===== src/rtl/buffered_uart_tx_if.sv =====
// Byte-write side of the buffered UART transmitter.
// The producer drives din/wen; status and serial line come back.
interface buffered_uart_tx_if;
  logic [7:0] din;
  logic       wen;
  logic       full;
  logic       busy;
  logic       tx_out;

  modport master (
    output din,
    output wen,
    input  full,
    input  busy,
    input  tx_out
  );

  modport slave (
    input  din,
    input  wen,
    output full,
    output busy,
    output tx_out
  );
endinterface


===== src/rtl/buffered_uart_tx.sv =====
// FIFO-buffered 8N1 UART transmitter.
// Frames leave back-to-back while the buffer holds bytes.
module buffered_uart_tx #(
  parameter int CLKS_PER_BIT = 1085,
  parameter int FIFO_DEPTH   = 16
) (
  input  logic clk,
  input  logic rst,
  buffered_uart_tx_if.slave bus
);

  localparam int AW = $clog2(FIFO_DEPTH);
  localparam int CW =
    (CLKS_PER_BIT > 1) ? $clog2(CLKS_PER_BIT) : 1;
  localparam logic [CW-1:0] LAST = CW'(CLKS_PER_BIT - 1);
  localparam logic [CW-1:0] C1   = CW'(1);
  localparam logic [AW-1:0] P1   = AW'(1);
  localparam logic [AW:0]   N1   = (AW+1)'(1);
  localparam logic [AW:0]   DEPTH = (AW+1)'(FIFO_DEPTH);

  typedef enum logic [1:0] {
    IDLE,
    START,
    DATA,
    STOP
  } state_t;

  logic [7:0]    mem_q [FIFO_DEPTH];
  logic [AW-1:0] rd_q;
  logic [AW-1:0] wr_q;
  logic [AW:0]   cnt_q;
  logic [AW:0]   cnt_d;

  state_t        state_q;
  logic [CW-1:0] clk_cnt_q;
  logic [2:0]    idx_q;
  logic [7:0]    sh_q;
  logic          tx_q;

  logic full;
  logic empty;
  logic push;
  logic pop;
  logic bit_end;

  assign full    = (cnt_q == DEPTH);
  assign empty   = (cnt_q == '0);
  assign push    = bus.wen & ~full;
  assign bit_end = (clk_cnt_q == LAST);
  assign pop     = ~empty &
                   ((state_q == IDLE) |
                    ((state_q == STOP) & bit_end));

  assign bus.full   = full;
  assign bus.busy   = (state_q != IDLE) | ~empty;
  assign bus.tx_out = tx_q;

  always_comb begin
    cnt_d = cnt_q;
    unique case (1'b1)
      push & ~pop: cnt_d = cnt_q + N1;
      pop & ~push: cnt_d = cnt_q - N1;
      default:     cnt_d = cnt_q;
    endcase
  end

  // Storage needs no reset; count gates every read.
  always_ff @(posedge clk) begin
    if (push) mem_q[wr_q] <= bus.din;
  end

  always_ff @(posedge clk or posedge rst) begin
    if (rst) begin
      rd_q  <= '0;
      wr_q  <= '0;
      cnt_q <= '0;
    end else begin
      if (push) wr_q <= wr_q + P1;
      if (pop)  rd_q <= rd_q + P1;
      cnt_q <= cnt_d;
    end
  end

  always_ff @(posedge clk or posedge rst) begin
    if (rst) begin
      state_q   <= IDLE;
      clk_cnt_q <= '0;
      idx_q     <= '0;
      sh_q      <= '0;
      tx_q      <= 1'b1;
    end else begin
      unique case (state_q)
        IDLE: begin
          tx_q      <= 1'b1;
          clk_cnt_q <= '0;
          if (pop) begin
            sh_q    <= mem_q[rd_q];
            tx_q    <= 1'b0;
            state_q <= START;
          end
        end
        START: begin
          if (bit_end) begin
            clk_cnt_q <= '0;
            idx_q     <= '0;
            tx_q      <= sh_q[0];
            state_q   <= DATA;
          end else begin
            clk_cnt_q <= clk_cnt_q + C1;
          end
        end
        DATA: begin
          if (bit_end) begin
            clk_cnt_q <= '0;
            if (idx_q == 3'd7) begin
              tx_q    <= 1'b1;
              state_q <= STOP;
            end else begin
              idx_q <= idx_q + 3'd1;
              sh_q  <= sh_q >> 1;
              tx_q  <= sh_q[1];
            end
          end else begin
            clk_cnt_q <= clk_cnt_q + C1;
          end
        end
        STOP: begin
          if (bit_end) begin
            clk_cnt_q <= '0;
            // Chain straight into the next start bit.
            if (pop) begin
              sh_q    <= mem_q[rd_q];
              tx_q    <= 1'b0;
              state_q <= START;
            end else begin
              state_q <= IDLE;
            end
          end else begin
            clk_cnt_q <= clk_cnt_q + C1;
          end
        end
        default: begin
          state_q <= IDLE;
          tx_q    <= 1'b1;
        end
      endcase
    end
  end

endmodule


===== src/flat_wrapper.sv =====
// flat-port wrapper written by rule: the top's interface ports become plain ports
module buffered_uart_tx_flat 
#(
  parameter int CLKS_PER_BIT = 1085,
  parameter int FIFO_DEPTH   = 16
)
  (clk, rst, bus_din, bus_wen, bus_full, bus_busy, bus_tx_out);
  buffered_uart_tx_if bus_i ();
  input  logic clk;
  input  logic rst;
  input wire logic [$bits(bus_i.din)-1:0] bus_din;
  input wire logic [$bits(bus_i.wen)-1:0] bus_wen;
  output wire logic [$bits(bus_i.full)-1:0] bus_full;
  output wire logic [$bits(bus_i.busy)-1:0] bus_busy;
  output wire logic [$bits(bus_i.tx_out)-1:0] bus_tx_out;
  assign bus_i.din = bus_din;
  assign bus_i.wen = bus_wen;
  assign bus_full = bus_i.full;
  assign bus_busy = bus_i.busy;
  assign bus_tx_out = bus_i.tx_out;
  buffered_uart_tx #(.CLKS_PER_BIT(CLKS_PER_BIT), .FIFO_DEPTH(FIFO_DEPTH)) u_core (.clk(clk), .rst(rst), .bus(bus_i));
endmodule

===== config.mk =====
export PLATFORM = sky130hd
export DESIGN_NAME = buffered_uart_tx_flat
export DESIGN_NICKNAME = d
export VERILOG_FILES = /design/src/rtl/buffered_uart_tx_if.sv /design/src/rtl/buffered_uart_tx.sv /design/src/flat_wrapper.sv
export SDC_FILE = /design/constraint.sdc
export NUM_CORES = 1
export LEC_CHECK = 0
export ABC_CLOCK_PERIOD_IN_PS = 3900
export CAP_MARGIN = 20
export CORE_ASPECT_RATIO = 1.75
export CORE_MARGIN = 5
export CORE_UTILIZATION = 60
export CTS_BUF_LIST = sky130_fd_sc_hd__clkbuf_4 sky130_fd_sc_hd__clkbuf_8
export CTS_CLUSTER_SIZE = 28
export DETAILED_ROUTE_END_ITERATION = 7
export PLACE_DENSITY = 0.77
export SETUP_SLACK_MARGIN = 0.4
export SYNTH_ARGS = -nofsm -noshare
export SYNTH_HDL_FRONTEND = slang
export SYNTH_SLANG_ARGS = --single-unit

===== constraint.sdc =====
create_clock -name clk -period 3.9 [get_ports clk]
set_input_delay 0.39 -clock clk [delete_from_list [all_inputs] [get_ports clk]]
set_output_delay 0.39 -clock clk [all_outputs]
set_load 0.05 [all_outputs]

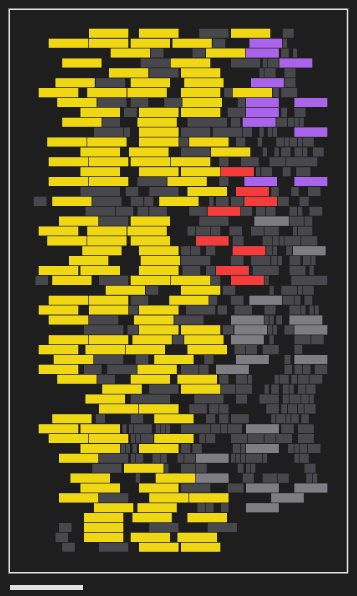
Fig. 1. Where the registers sit.
The bar under the picture is 20 um long. Other sequential cells in the stronger gray, the rest of the logic in the fainter gray.
| netlist name | color | sequential cells |
|---|---|---|
| u_core.mem_q | yellow | 128 |
| u_core.clk_cnt_q | purple | 11 |
| u_core.sh_q | red | 8 |
not colored: 19

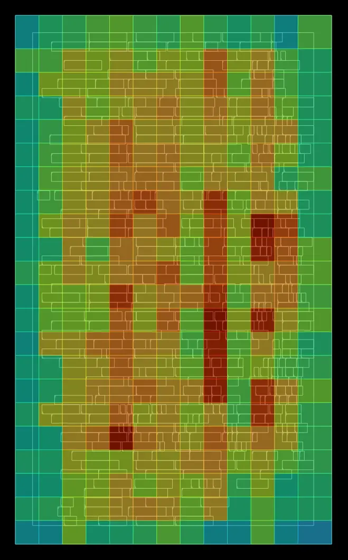
Fig. 2. Routing congestion map.
M3 GR Usage: 4.18%
met1 usage: 22.2%
met2 GRT Util: 37.3%
Util after Layout: 66.7%
Global Route Usage Sum: 20.0%

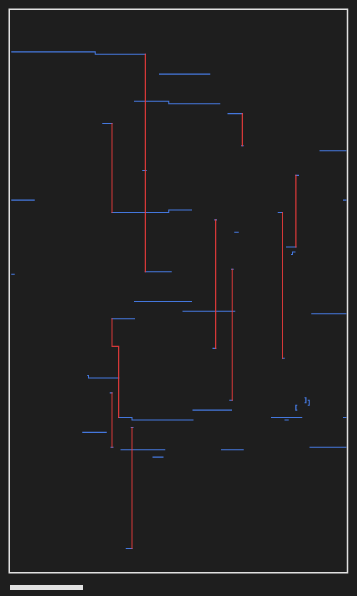
Fig. 3. Routed metal, one color a layer.
The bar under the picture is 20 um long. Two of the layers only.
| layer | color | wire length |
|---|---|---|
| M4 | red | 302 um |
| M3 | blue | 278 um |
per-cell routed wire length: 21.5 um
final wirelength: 13100 um
Via Count: 3782

==> worst register-to-register path, delay by kind of cell, from the launching register on <==
family / cells / cell delay [ps]
AOI/OAI and AO/OA: 3 / 710
xor gates and xnor gates: 2 / 230
adders and majority gates: 3 / 750
buffers and inverters: 1 / 90
DFF: 1 / 450
muxes: 1 / 110
and+or+nand+nor: 3 / 640
==> worst max path at each step <==
stage                      end  slack (ps)  depth (start not counted)
2_1_floorplan  u_core.cnt_q[4]         970                         14
3_3_place_gp   u_core.cnt_q[4]         760                         13
3_5_place_dp   u_core.cnt_q[4]         630                         13
4_1_cts        u_core.cnt_q[4]         610                         13
5_1_grt        u_core.cnt_q[4]         480                         13
6_report       u_core.cnt_q[4]         790                         13
==> per-stage QoR <==
stage,instance area (um2),instances,hold slack [ps]
finish,7910,609,283
global route,7910,609,296
CTS,7880,608,527
detailed placement,7430,576,499
global placement,7430,576,476
floorplan,7170,436,457
==> flip-flops by register name, indices dropped and copies added (netlist names) <==
register / cells
u_core.bus.tx_out: 1
u_core.clk_cnt_q: 11
u_core.sh_q: 8
u_core.state_q: 2
u_core.rd_q: 4
u_core.wr_q: 4
u_core.idx_q: 3
u_core.cnt_q: 5
u_core.mem_q: 128
==> layout make-up <==
| class | instances | area (um2) | share of cell area [%] |
|---|---|---|---|
| timing repair buffer | 27 | 255 | 3.23 |
| inverter | 11 | 41.3 | 0.522 |
| sequential | 166 | 4800 | 60.6 |
| tap | 137 | 171 | 2.17 |
| clock inverter | 14 | 210 | 2.66 |
| clock buffer | 18 | 241 | 3.05 |
| multi-input combinational | 236 | 2200 | 27.8 |
==> layer usage <==
layer,up-vias,wire length [um],part of all wire [%]
met5,-,0,0
met4,0,301,2.3
met3,21,277,2.1
met2,67,7610,58
met1,1957,4910,37
li1,1737,-,-
==> cells in the final DEF, fill, tap and decap left out, types with 3 or more instances in the layout <==
cell type        instances
nand4_1                  4
a221o_1                  7
xor2_1                  13
dfrtp_1                 37
mux2_2                   4
ha_1                    15
a22o_1                   3
mux2i_1                  9
inv_6                    5
bufinv_16                4
a21oi_1                  5
nor3_1                   5
nand2_1                 21
o21ai_0                  6
nand2b_1                 5
clkbuf_8                17
mux4_2                  33
nor2b_1                 10
a31oi_1                  4
edfxtp_1               128
clkdlybuf4s50_1         13
inv_1                   11
nor2_1                  33
buf_4                   13
xnor2_1                  7
a211oi_1                16
inv_8                    3
nand3_1                  6
==> cell usage after synthesis (all sizes together), types with 6 or more instances <==
master	count
nand2	21
nand3	6
edfxtp	128
xnor2	7
dfrtp	37
xor2	13
a211oi	16
nor2	34
mux4	33
nor2b	10
ha	16
inv	11
mux2i	9
buf	18
o21ai	6
a221o	7
==> kinds of logic (layout without fill, tap and decap cells) <==
group	count (synthesis)	in the layout	share of synthesized area, %
DFF	166	166	66.8
and+or+nand+nor	102	102	7.50
AOI/OAI and AO/OA	52	52	5.58
muxes	46	46	12.2
buffers and inverters	34	70	2.60
xor gates and xnor gates	20	20	2.44
adders and majority gates	16	16	2.79
==> where the power goes <==
group | switching [mW] | internal, mW
combinational | 0.867 | 0.875
clock | 0.644 | 0.727
sequential | 0.319 | 2.19
==> flow_summary.json <==
{
  "status": "finished clean",
  "cap_violations": 0,
  "antenna_found_initial": 0,
  "leakagePower_nw": 2.86,
  "postCtsHoldBufs": 0,
  "cts_tree": "built",
  "ff_type": "edfxtp_1",
  "warnings": 33,
  "fin_crit_sh_pct": 79.8,
  "power_density_mw_per_mm2": 711,
  "drc_errors": 0,
  "vias_per_cell": 6.21,
  "grt_max_degree": 29,
  "setup-tns-final_ps": 0,
  "path_class": "flip-flop to flip-flop",
  "ys_warn_count": 0,
  "drtPass1Iterations": 5,
  "antenna_left": 0,
  "grt_pass1_vias": 4024,
  "irDropWorstVdd_mv": 0.290,
  "core_area_mm2": 0.0119,
  "pin_count": 14,
  "ctsResizeCount": 0,
  "synth_seq_share_pct": 66.8,
  "cts_buffer_depth": 2,
  "edf_count": 128,
  "async_flop_share_pct": 22.9,
  "ys_ff": 166,
  "clkSinkCount": 166,
  "slew_viol_final": 0,
  "drt_iter0_markers": 287,
  "reg2reg_to": "u_core.cnt_q[4]",
  "yosysChipArea_mm2": 0.00717,
  "die_x_um": 92.7,
  "syn_inst": 436,
  "tightest_slew_ps": 992,
  "netlist.area_leader.share_pct": 53.6,
  "drive_gt1_share_pct": 19.9,
  "final_nets": 486,
  "r2r_start": "u_core.clk_cnt_q[0]",
  "synthDistinctLibCells": 50,
  "cts_buffers": 17,
  "finalHoldViolations": 0,
  "yosys_cells": 436,
  "place_ws_ps": 628,
  "fin_ws_ps": 788,
  "gp_congestion": 0.783,
  "io_buffers": 13,
  "netlist.top_cell.by_area": "edfxtp_1",
  "slew_headroom_pct": 33.6,
  "slowest_stage": "dfrtp_1",
  "cp_max_fo": 13,
  "cpMostUsedCell": "ha_1",
  "p_total_mw": 5.63,
  "critPathRequiredTime_ps": 4220,
  "die_y_um": 155,
  "layout_min_cycle_time_ps": 3110,
  "ff2ff_path_depth": 13,
  "setup_viol": 0,
  "max_stage_delay_ps": 450,
  "fp_util_pct": 60.4,
  "clk_latency_ps": 440,
  "startpoint": "u_core.clk_cnt_q[0]",
  "syn_to_final_growth_pct": 10.3,
  "cp_cell_sequence": "inv_1 > ha_1 > nor2b_1 > a41oi_1 > nor2_2 > ha_2 > xor2_1 > ha_1 > o21ai_0 > nand2b_1 > a211oi_1 > mux2i_1 > xnor2_1",
  "startpoint_type": "flip-flop",
  "place_hpwl_um": 9200,
  "rsz0062_at_grt": "no",
  "cts_setup_buffers": 0,
  "synthTopCellsByArea": "edfxtp_1, dfrtp_1, mux4_2",
  "synth_area_per_cell_um2": 16.5,
  "min_path_type": "input pin to asynchronous set/reset pin",
  "critPathCaptureType": "flip-flop",
  "syn_nets": 463,
  "dieArea_mm2": 0.0143,
  "fp-row-count": 53,
  "cp.arrival_ps": 3430,
  "root_buffer": "clkbuf_8",
  "synth_area_mm2": 0.00717
}
Power and IR drop assume default switching activity.
